## config.mk

```make
export PLATFORM = sky130hd
export DESIGN_NAME = aes_blok_paketleyici
export DESIGN_NICKNAME = d
export VERILOG_FILES = /design/src/rtl/aes_blok_paketleyici.sv
export SDC_FILE = /design/constraint.sdc
export NUM_CORES = 1
export LEC_CHECK = 0
export CORE_ASPECT_RATIO = 0.9
export CORE_MARGIN = 5
export CORE_UTILIZATION = 51
export DETAILED_ROUTE_END_ITERATION = 10
export PLACE_DENSITY = 0.76
export SLEW_MARGIN = 10
export SYNTH_ARGS = -nofsm -noshare
export SYNTH_HDL_FRONTEND = slang
export SYNTH_SLANG_ARGS = --single-unit
```

## constraint.sdc

```tcl
create_clock -name clk -period 6.51 [get_ports clk]
set_input_delay 0.9765 -clock clk [delete_from_list [all_inputs] [get_ports clk]]
set_output_delay 0.9765 -clock clk [all_outputs]
set_load 0.02 [all_outputs]
```

## src/rtl/aes_blok_paketleyici.sv

```systemverilog
// AES plaintext block packer: gathers 32-bit words into 128-bit blocks,
// zero-pads short final blocks, and queues finished blocks for the engine.
module aes_blok_paketleyici #(
  parameter int DEPTH = 2,
  parameter int CNT_W = 16
) (
  input  logic                     clk,
  input  logic                     rst,
  input  logic [31:0]              s_veri,
  input  logic                     s_gecerli,
  input  logic                     s_son,
  output logic                     s_hazir,
  output logic [127:0]             blok,
  output logic                     g_gecerli,
  input  logic                     hazir,
  output logic                     blok_son,
  output logic                     blok_dolgulu,
  output logic [$clog2(DEPTH):0]   doluluk,
  output logic [CNT_W-1:0]         blok_sayac
);

  localparam int AW = $clog2(DEPTH);
  localparam logic [AW:0] FULL_CNT = (AW+1)'(DEPTH);

  typedef struct packed {
    logic [127:0] data;
    logic         son;
    logic         dolgulu;
  } entry_t;

  entry_t         mem [DEPTH];
  logic [AW-1:0]  wr_ptr;
  logic [AW-1:0]  rd_ptr;
  logic [AW:0]    count;
  logic [1:0]     wcnt;
  logic [127:0]   asm_q;
  logic [CNT_W-1:0] sayac_q;

  logic           accept;
  logic           complete;
  logic           push;
  logic           pop;
  logic [127:0]   placed;
  logic [127:0]   merged;
  entry_t         head;
  entry_t         new_entry;

  // Handshakes: input readiness depends only on the registered fill level.
  assign s_hazir   = (count < FULL_CNT);
  assign g_gecerli = (count != '0);
  assign accept    = s_gecerli && s_hazir;
  assign pop       = g_gecerli && hazir;
  assign complete  = (wcnt == 2'd3) || s_son;
  assign push      = accept && complete;

  // Steer the incoming word into its big-endian slot of the block.
  always_comb begin
    placed = '0;
    case (wcnt)
      2'd0:    placed = {s_veri, 96'b0};
      2'd1:    placed = {32'b0, s_veri, 64'b0};
      2'd2:    placed = {64'b0, s_veri, 32'b0};
      default: placed = {96'b0, s_veri};
    endcase
  end

  // The assembly register holds only filled words, so the merge leaves
  // unfilled lower words at zero, which is exactly the padding.
  assign merged            = asm_q | placed;
  assign new_entry.data    = merged;
  assign new_entry.son     = s_son;
  assign new_entry.dolgulu = s_son && (wcnt != 2'd3);

  // Block storage write port.
  // NOTE: the data array has no reset; outputs are masked while the FIFO is
  // empty, so stale contents are never visible and the array can map to RAM.
  always_ff @(posedge clk) begin
    if (push) begin
      mem[wr_ptr] <= new_entry;
    end
  end

  // Word assembly, FIFO pointers, fill level and delivered-block counter.
  // NOTE: sequential state uses non-blocking assignments so every register
  // samples pre-edge values regardless of statement order.
  always_ff @(posedge clk or negedge rst) begin
    if (!rst) begin
      wcnt    <= 2'd0;
      asm_q   <= '0;
      wr_ptr  <= '0;
      rd_ptr  <= '0;
      count   <= '0;
      sayac_q <= '0;
    end else begin
      if (accept) begin
        if (complete) begin
          wcnt  <= 2'd0;
          asm_q <= '0;
        end else begin
          wcnt  <= wcnt + 2'd1;
          asm_q <= merged;
        end
      end
      if (push) begin
        wr_ptr <= wr_ptr + AW'(1);
      end
      if (pop) begin
        rd_ptr  <= rd_ptr + AW'(1);
        sayac_q <= sayac_q + CNT_W'(1);
      end
      case ({push, pop})
        2'b10:   count <= count + (AW+1)'(1);
        2'b01:   count <= count - (AW+1)'(1);
        default: count <= count;
      endcase
    end
  end

  // Head-of-queue presentation, forced to zero when nothing is queued.
  always_comb begin
    head         = mem[rd_ptr];
    blok         = '0;
    blok_son     = 1'b0;
    blok_dolgulu = 1'b0;
    if (g_gecerli) begin
      blok         = head.data;
      blok_son     = head.son;
      blok_dolgulu = head.dolgulu;
    end
  end

  assign doluluk    = count;
  assign blok_sayac = sayac_q;

endmodule

```

==> images/gate_families.png <==
Scale: 1.5 px per µm.
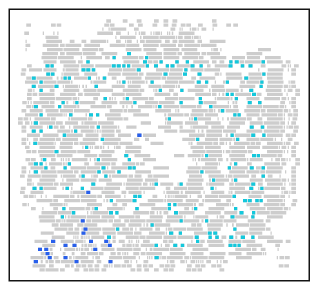
[AND-OR and OR-AND gates] cyan | cells: 192 | where: widely spread
[XOR/XNOR gates] blue | cells: 20 | where: south-west
most used logic cell in the final layout: sky130_fd_sc_hd__edfxtp_1
fraction of standard cell area in multi-input logic: 0.223
filler-free cell count of the finished design: 1760

==> images/final_congestion.png <==
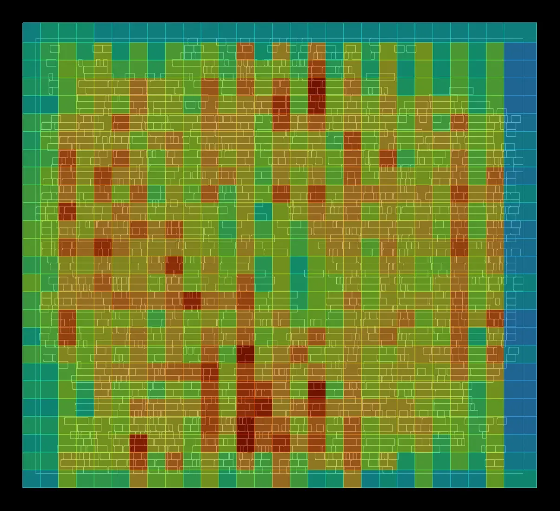
met1 Track Usage GR: 0.284
overall routing resource usage: 0.199
Finished Core Util: 0.627
fraction of met2 tracks used by global routing: 0.323
final routed wire length divided by cell count: 20.4 µm

==> CHANGELOG.md <==
### Physical design

- Period utilisation layout: 0.666
- IO Count: 187
- Number of sinks on the clock net: 410
- Number of distinct library cells after synthesis: 30
- Worst Hold Depth: 1
- Met3 Routed Length: 1890 µm
- Status: completed
- Predominant post-synthesis flop cell: sky130_fd_sc_hd__edfxtp_1
- Area Growth Syn to Fin: 21.7%
- Crit path required time: 5.53 ns
- Post-Syn Nets: 1186
- # clk buffers: 65
- Relative contribution of combinational cells to total power: 0.373
- Crit. path cell count: 4
- Flip-flop and latch power: 3.85 mW
- Worst setup startpoint: rd_ptr
- Setup repair after global routing missed its margin: false
- Fraction of met3 tracks used by global routing: 0.0365
- Bufs w/o clock: 197
- Biggest area cells: sky130_fd_sc_hd__edfxtp_1, sky130_fd_sc_hd__dfrtp_1, sky130_fd_sc_hd__mux2i_1
- Reg-to-Reg Start: wcnt[0]
- Total number of warnings across the stage logs: 30
- Detailed Route Iter0 Violations: about 750
- P_sw: 3.35 mW
- Remaining DRCs: 0
- Critical path endpoint category: primary output
- Dominant power group: registers
- Quantity of hold-fixing buffers added after cts: 0
- Family of cells with the greatest summed delay on the critical path: flip-flops
- Worst Slack Setup Final: 2.17 ns
- Synthesized-area fraction occupied by ao, oa, aoi and oai cells: 0.114
- H-tree Lvls: 2
- Relative slew slack: 0.205
- Tap cells: 416
- Critical-path maximum fanout: a little under 70
- Max-cap violations: 0
- Vias in the first global route: slightly above 10000
- Post-synth top cells: sky130_fd_sc_hd__edfxtp_1, sky130_fd_sc_hd__nor2_1, sky130_fd_sc_hd__dfrtp_1, sky130_fd_sc_hd__mux2i_1, sky130_fd_sc_hd__a21o_1
- Total length of routed met2 wires: 17500 µm
- Crit path buffers/inverters: 2
==> images/zoom.png <==
Region (137, 123) to (162, 148) µm. Cells in grey, sequential cells in the stronger grey; small squares are vias.
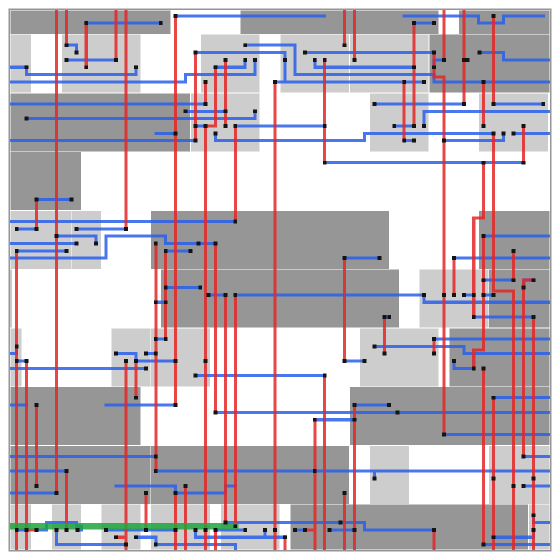
[met3] green
[met1] blue
[met2] red
sequential cells in the window: 10
netlist names of flops here include: asm_q (5), mem (5)
cells with their middle in the window: 29

==> images/met1.png <==
Scale: 1.5 px per µm.
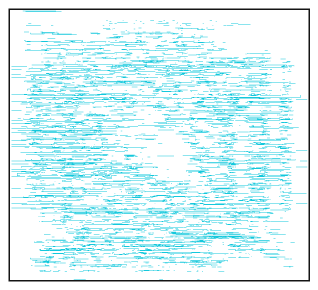
main direction: horizontal
longest straight run: 51.5 µm
via count: 9755
wire length reported by the detailed router: 35900 µm

No activity file was given, so power comes from the tool's default toggle rates.
